Sequential cells grouped by signal name:
Scale: 8 px per um.
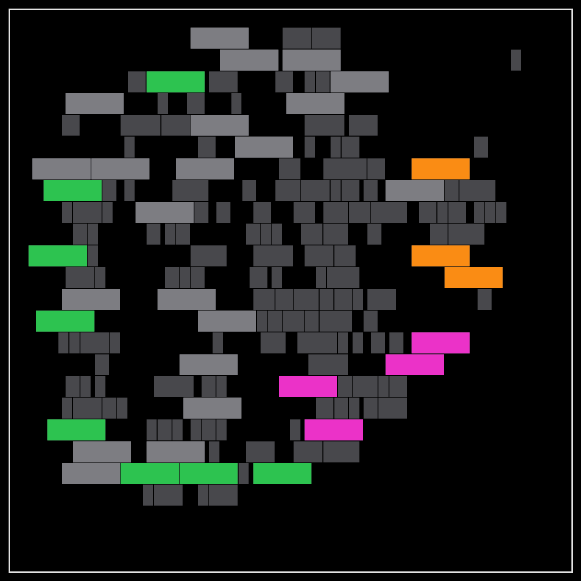
Cell classes on the final placement:
Scale: 4 px per um.
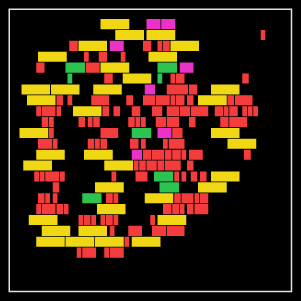
Metal 3:
Scale: 6 px per um.
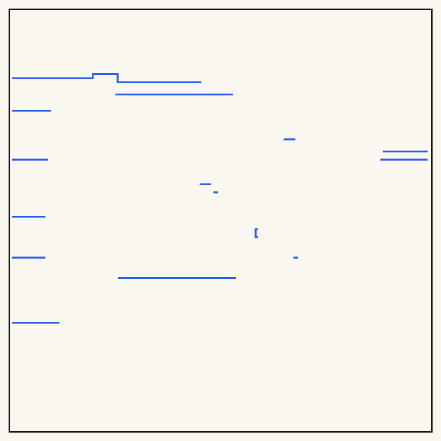
Placed standard cells:
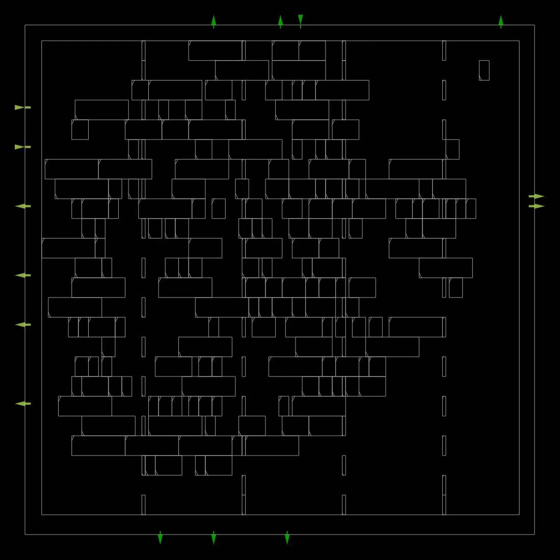
--- src/rtl/uart_pkg.sv ---
// Shared UART receiver definitions: data width, FSM state encodings
// and the oversample divider helper used by the receiver top.
package uart_pkg;

    localparam int UART_DATA_W = 8;

    typedef enum logic [2:0] {
        IDLE,
        START,
        DATA,
        PARITY,
        STOP,
        BREAK
    } uart_state_e;

    // Clocks per oversample tick, truncated, never below one.
    function automatic int unsigned os_div(
        input int unsigned clk_freq,
        input int unsigned baud_rate,
        input int unsigned oversample
    );
        int unsigned d;
        d = clk_freq / (baud_rate * oversample);
        return (d < 1) ? 1 : d;
    endfunction

endpackage

--- src/rtl/uart_rx_if.sv ---
// Receiver output bundle: received byte, event pulses and busy.
// master = uart_rx (drives), slave = consumer (observes).
interface uart_rx_if;
    import uart_pkg::*;

    logic [UART_DATA_W-1:0] data_out;
    logic                   data_valid;
    logic                   frame_err;
    logic                   parity_err;
    logic                   busy;

    modport master (
        output data_out,
        output data_valid,
        output frame_err,
        output parity_err,
        output busy
    );

    modport slave (
        input data_out,
        input data_valid,
        input frame_err,
        input parity_err,
        input busy
    );

endinterface

--- src/rtl/uart_os_tick.sv ---
// Oversample tick divider: one-clk tick every DIV clocks.
// Ports: clk, reset (sync, active-high), clear (hold at 0), tick.
module uart_os_tick #(
    parameter int unsigned DIV = 10
) (
    input  logic clk,
    input  logic reset,
    input  logic clear,
    output logic tick
);

    localparam int CW = (DIV > 1) ? $clog2(DIV) : 1;
    localparam logic [CW-1:0] LAST = CW'(DIV - 1);

    logic [CW-1:0] cnt;

    always_ff @(posedge clk) begin
        if (reset || clear) begin
            cnt <= '0;
        end else if (cnt == LAST) begin
            cnt <= '0;
        end else begin
            cnt <= cnt + 1'b1;
        end
    end

    assign tick = !clear && (cnt == LAST);

endmodule

--- src/rtl/uart_rx.sv ---
// UART receiver, 8N1 (8E1 when UART_RX_PARITY_EN is defined).
// Ports: clk, reset (sync, active-high), rx_line (async, idle
// high), rx_o (uart_rx_if.master: data_out, data_valid,
// frame_err, parity_err, busy).
module uart_rx
    import uart_pkg::*;
#(
    parameter int unsigned CLK_FREQ   = 1000000,
    parameter int unsigned BAUD_RATE  = 9600,
    parameter int unsigned OVERSAMPLE = 16
) (
    input  logic      clk,
    input  logic      reset,
    input  logic      rx_line,
    uart_rx_if.master rx_o
);

    localparam int unsigned DIV =
        os_div(CLK_FREQ, BAUD_RATE, OVERSAMPLE);
    localparam int OW = $clog2(OVERSAMPLE);
    localparam logic [OW-1:0] OS_HALF = OW'(OVERSAMPLE / 2 - 1);
    localparam logic [OW-1:0] OS_LAST = OW'(OVERSAMPLE - 1);

    localparam int DW = UART_DATA_W;

    uart_state_e   state;
    logic          rx_m;
    logic          rx_s;
    logic [1:0]    fill;
    logic          armed;
    logic          tick;
    logic [OW-1:0] os_cnt;
    logic [2:0]    bit_cnt;
    logic [DW-1:0] shreg;
    logic [DW-1:0] dout;
    logic          dv;
    logic          fe;

    uart_os_tick #(
        .DIV (DIV)
    ) u_tick (
        .clk   (clk),
        .reset (reset),
        .clear (state == IDLE),
        .tick  (tick)
    );

    // fill marks when rx_s carries real line samples again after
    // reset; a start is only taken once the line has been seen
    // high, so a line still low from an abandoned frame is ignored.
    always_ff @(posedge clk) begin
        if (reset) begin
            rx_m  <= 1'b1;
            rx_s  <= 1'b1;
            fill  <= 2'b00;
            armed <= 1'b0;
        end else begin
            rx_m  <= rx_line;
            rx_s  <= rx_m;
            fill  <= {fill[0], 1'b1};
            armed <= armed | (fill[1] & rx_s);
        end
    end

`ifdef UART_RX_PARITY_EN
    logic par_bad;
    logic pe;
`endif

    always_ff @(posedge clk) begin
        if (reset) begin
            state   <= IDLE;
            os_cnt  <= '0;
            bit_cnt <= '0;
            shreg   <= '0;
            dout    <= '0;
            dv      <= 1'b0;
            fe      <= 1'b0;
`ifdef UART_RX_PARITY_EN
            par_bad <= 1'b0;
            pe      <= 1'b0;
`endif
        end else begin
            dv <= 1'b0;
            fe <= 1'b0;
`ifdef UART_RX_PARITY_EN
            pe <= 1'b0;
`endif
            unique case (state)
                IDLE: begin
                    if (armed && !rx_s) begin
                        state   <= START;
                        os_cnt  <= '0;
                        bit_cnt <= '0;
                    end
                end
                START: begin
                    if (tick) begin
                        if (os_cnt == OS_HALF) begin
                            os_cnt <= '0;
                            state  <= rx_s ? IDLE : DATA;
                        end else begin
                            os_cnt <= os_cnt + 1'b1;
                        end
                    end
                end
                DATA: begin
                    if (tick) begin
                        if (os_cnt == OS_LAST) begin
                            os_cnt  <= '0;
                            shreg   <= {rx_s, shreg[DW-1:1]};
                            bit_cnt <= bit_cnt + 1'b1;
                            if (bit_cnt == 3'd7) begin
`ifdef UART_RX_PARITY_EN
                                state <= PARITY;
`else
                                state <= STOP;
`endif
                            end
                        end else begin
                            os_cnt <= os_cnt + 1'b1;
                        end
                    end
                end
`ifdef UART_RX_PARITY_EN
                PARITY: begin
                    if (tick) begin
                        if (os_cnt == OS_LAST) begin
                            os_cnt  <= '0;
                            par_bad <= rx_s ^ (^shreg);
                            state   <= STOP;
                        end else begin
                            os_cnt <= os_cnt + 1'b1;
                        end
                    end
                end
`endif
                STOP: begin
                    if (tick) begin
                        if (os_cnt == OS_LAST) begin
                            os_cnt <= '0;
                            if (rx_s) begin
                                state <= IDLE;
`ifdef UART_RX_PARITY_EN
                                if (par_bad) begin
                                    pe <= 1'b1;
                                end else begin
                                    dout <= shreg;
                                    dv   <= 1'b1;
                                end
`else
                                dout <= shreg;
                                dv   <= 1'b1;
`endif
                            end else begin
                                fe    <= 1'b1;
                                state <= BREAK;
                            end
                        end else begin
                            os_cnt <= os_cnt + 1'b1;
                        end
                    end
                end
                BREAK: begin
                    if (rx_s) begin
                        state <= IDLE;
                    end
                end
                default: begin
                    state <= IDLE;
                end
            endcase
        end
    end

    assign rx_o.data_out   = dout;
    assign rx_o.data_valid = dv;
    assign rx_o.frame_err  = fe;
    assign rx_o.busy       = (state != IDLE);
`ifdef UART_RX_PARITY_EN
    assign rx_o.parity_err = pe;
`else
    assign rx_o.parity_err = 1'b0;
`endif

endmodule

--- src/flat_wrapper.sv ---
// flat-port wrapper written by rule: the top's interface ports become plain ports
module uart_rx_flat import uart_pkg::*;
#(
    parameter int unsigned CLK_FREQ   = 1000000,
    parameter int unsigned BAUD_RATE  = 9600,
    parameter int unsigned OVERSAMPLE = 16
)
  (clk, reset, rx_line, rx_o_data_out, rx_o_data_valid, rx_o_frame_err, rx_o_parity_err, rx_o_busy);
  uart_rx_if rx_o_i ();
  input  logic clk;
  input  logic reset;
  input  logic rx_line;
  output wire logic [$bits(rx_o_i.data_out)-1:0] rx_o_data_out;
  output wire logic [$bits(rx_o_i.data_valid)-1:0] rx_o_data_valid;
  output wire logic [$bits(rx_o_i.frame_err)-1:0] rx_o_frame_err;
  output wire logic [$bits(rx_o_i.parity_err)-1:0] rx_o_parity_err;
  output wire logic [$bits(rx_o_i.busy)-1:0] rx_o_busy;
  assign rx_o_data_out = rx_o_i.data_out;
  assign rx_o_data_valid = rx_o_i.data_valid;
  assign rx_o_frame_err = rx_o_i.frame_err;
  assign rx_o_parity_err = rx_o_i.parity_err;
  assign rx_o_busy = rx_o_i.busy;
  uart_rx #(.CLK_FREQ(CLK_FREQ), .BAUD_RATE(BAUD_RATE), .OVERSAMPLE(OVERSAMPLE)) u_core (.clk(clk), .reset(reset), .rx_line(rx_line), .rx_o(rx_o_i));
endmodule
--- config.mk ---
export PLATFORM = sky130hd
export DESIGN_NAME = uart_rx_flat
export DESIGN_NICKNAME = d
export VERILOG_FILES = /design/src/rtl/uart_pkg.sv /design/src/rtl/uart_rx_if.sv /design/src/rtl/uart_os_tick.sv /design/src/rtl/uart_rx.sv /design/src/flat_wrapper.sv
export SDC_FILE = /design/constraint.sdc
export NUM_CORES = 1
export LEC_CHECK = 0
export ABC_CLOCK_PERIOD_IN_PS = 2300
export CAP_MARGIN = 20
export CORE_MARGIN = 2
export CORE_UTILIZATION = 35
export CTS_CLUSTER_SIZE = 14
export DETAILED_ROUTE_END_ITERATION = 10
export DONT_BUFFER_PORTS = 1
export PLACE_DENSITY = 0.58
export SYNTH_ARGS = -nofsm -noshare
export SYNTH_HDL_FRONTEND = slang
export SYNTH_SLANG_ARGS = --single-unit
--- constraint.sdc ---
create_clock -name clk -period 2.3 [get_ports clk]
set_input_delay 0.23 -clock clk [delete_from_list [all_inputs] [get_ports clk]]
set_output_delay 0.23 -clock clk [all_outputs]
set_load 0.02 [all_outputs]
==> flow_summary.ini <==
; yosys + openroad results
[power_and_ir_drop]
top_power_group = sequential cells
comb_power_uw = 29.3
power-per-cell-area_mw_per_mm2 = 655

[place]
numPlacedInstances = 216
port_buffers = 0

[synthesis]
synth.distinct_cells = 41
top_area_cell = dfxtp_1

[timing]
finalSetupTns_ns = 0
grt_setup_unrepaired = false
max_clock_freq_mhz = 495

[outcome]
status = finished clean

[layout]
comb_share = 0.435
n_clock_buffer = 8
layout.non_clock_buffers = 7
most-common-layout-cells = dfxtp_1 (36), nand2_1 (26), nor2_1 (14), a21oi_1 (14), mux2i_1 (10)

[critical_path]
r2r_setup_slack_ns = 0.28
capture_instance_of_the_worst_register_to_register_path = u_core.os_cnt[3]

[clock_tree]
ctsHoldBuffers = 1
clk_latency_ns = 0.28

[grt]
grt.met1_usage = 0.143
-- 'sequential cells grouped by signal name' (at the start) --
[orange] `u_core.u_tick.cnt` | sequential cells: 3
[green] `u_core.rx_o.data_out` | sequential cells: 8
[magenta] `u_core.os_cnt` | sequential cells: 4
not coloured: 21
FF/Latch Area: 721 um^2
P_seq: 633 uW
post-layout util: 0.395

-- 'cell classes on the final placement' (at the start) --
[green] clock drivers and dummy loads | cells: 8 | share of their area: 5.5%
[yellow] flip-flops | cells: 36 | share of their area: 44%
[red] all other logic | cells: 126 | share of their area: 46%
[magenta] other buffers and delay cells | cells: 7 | share of their area: 4.0%
fraction of standard cell area that is sequential: 0.424
core region area: 0.00429 mm^2
final cell area excluding filler cells: 0.00170 mm^2
total number of placement rows: 24

-- 'metal 3' (at the start) --
longest straight run: 19.3 um
wire length on this layer: 122 um
main direction: horizontal
number of vias in the routed layout: 1,185
wirelength, routed: 3170 um
met3 capacity usage during global routing: 0.0491

-- 'placed standard cells' (at the start) --
number of standard cells in the final layout excluding fillers: 229
layout filler cell count: 431

No activity file was given, so power comes from the tool's default toggle rates.
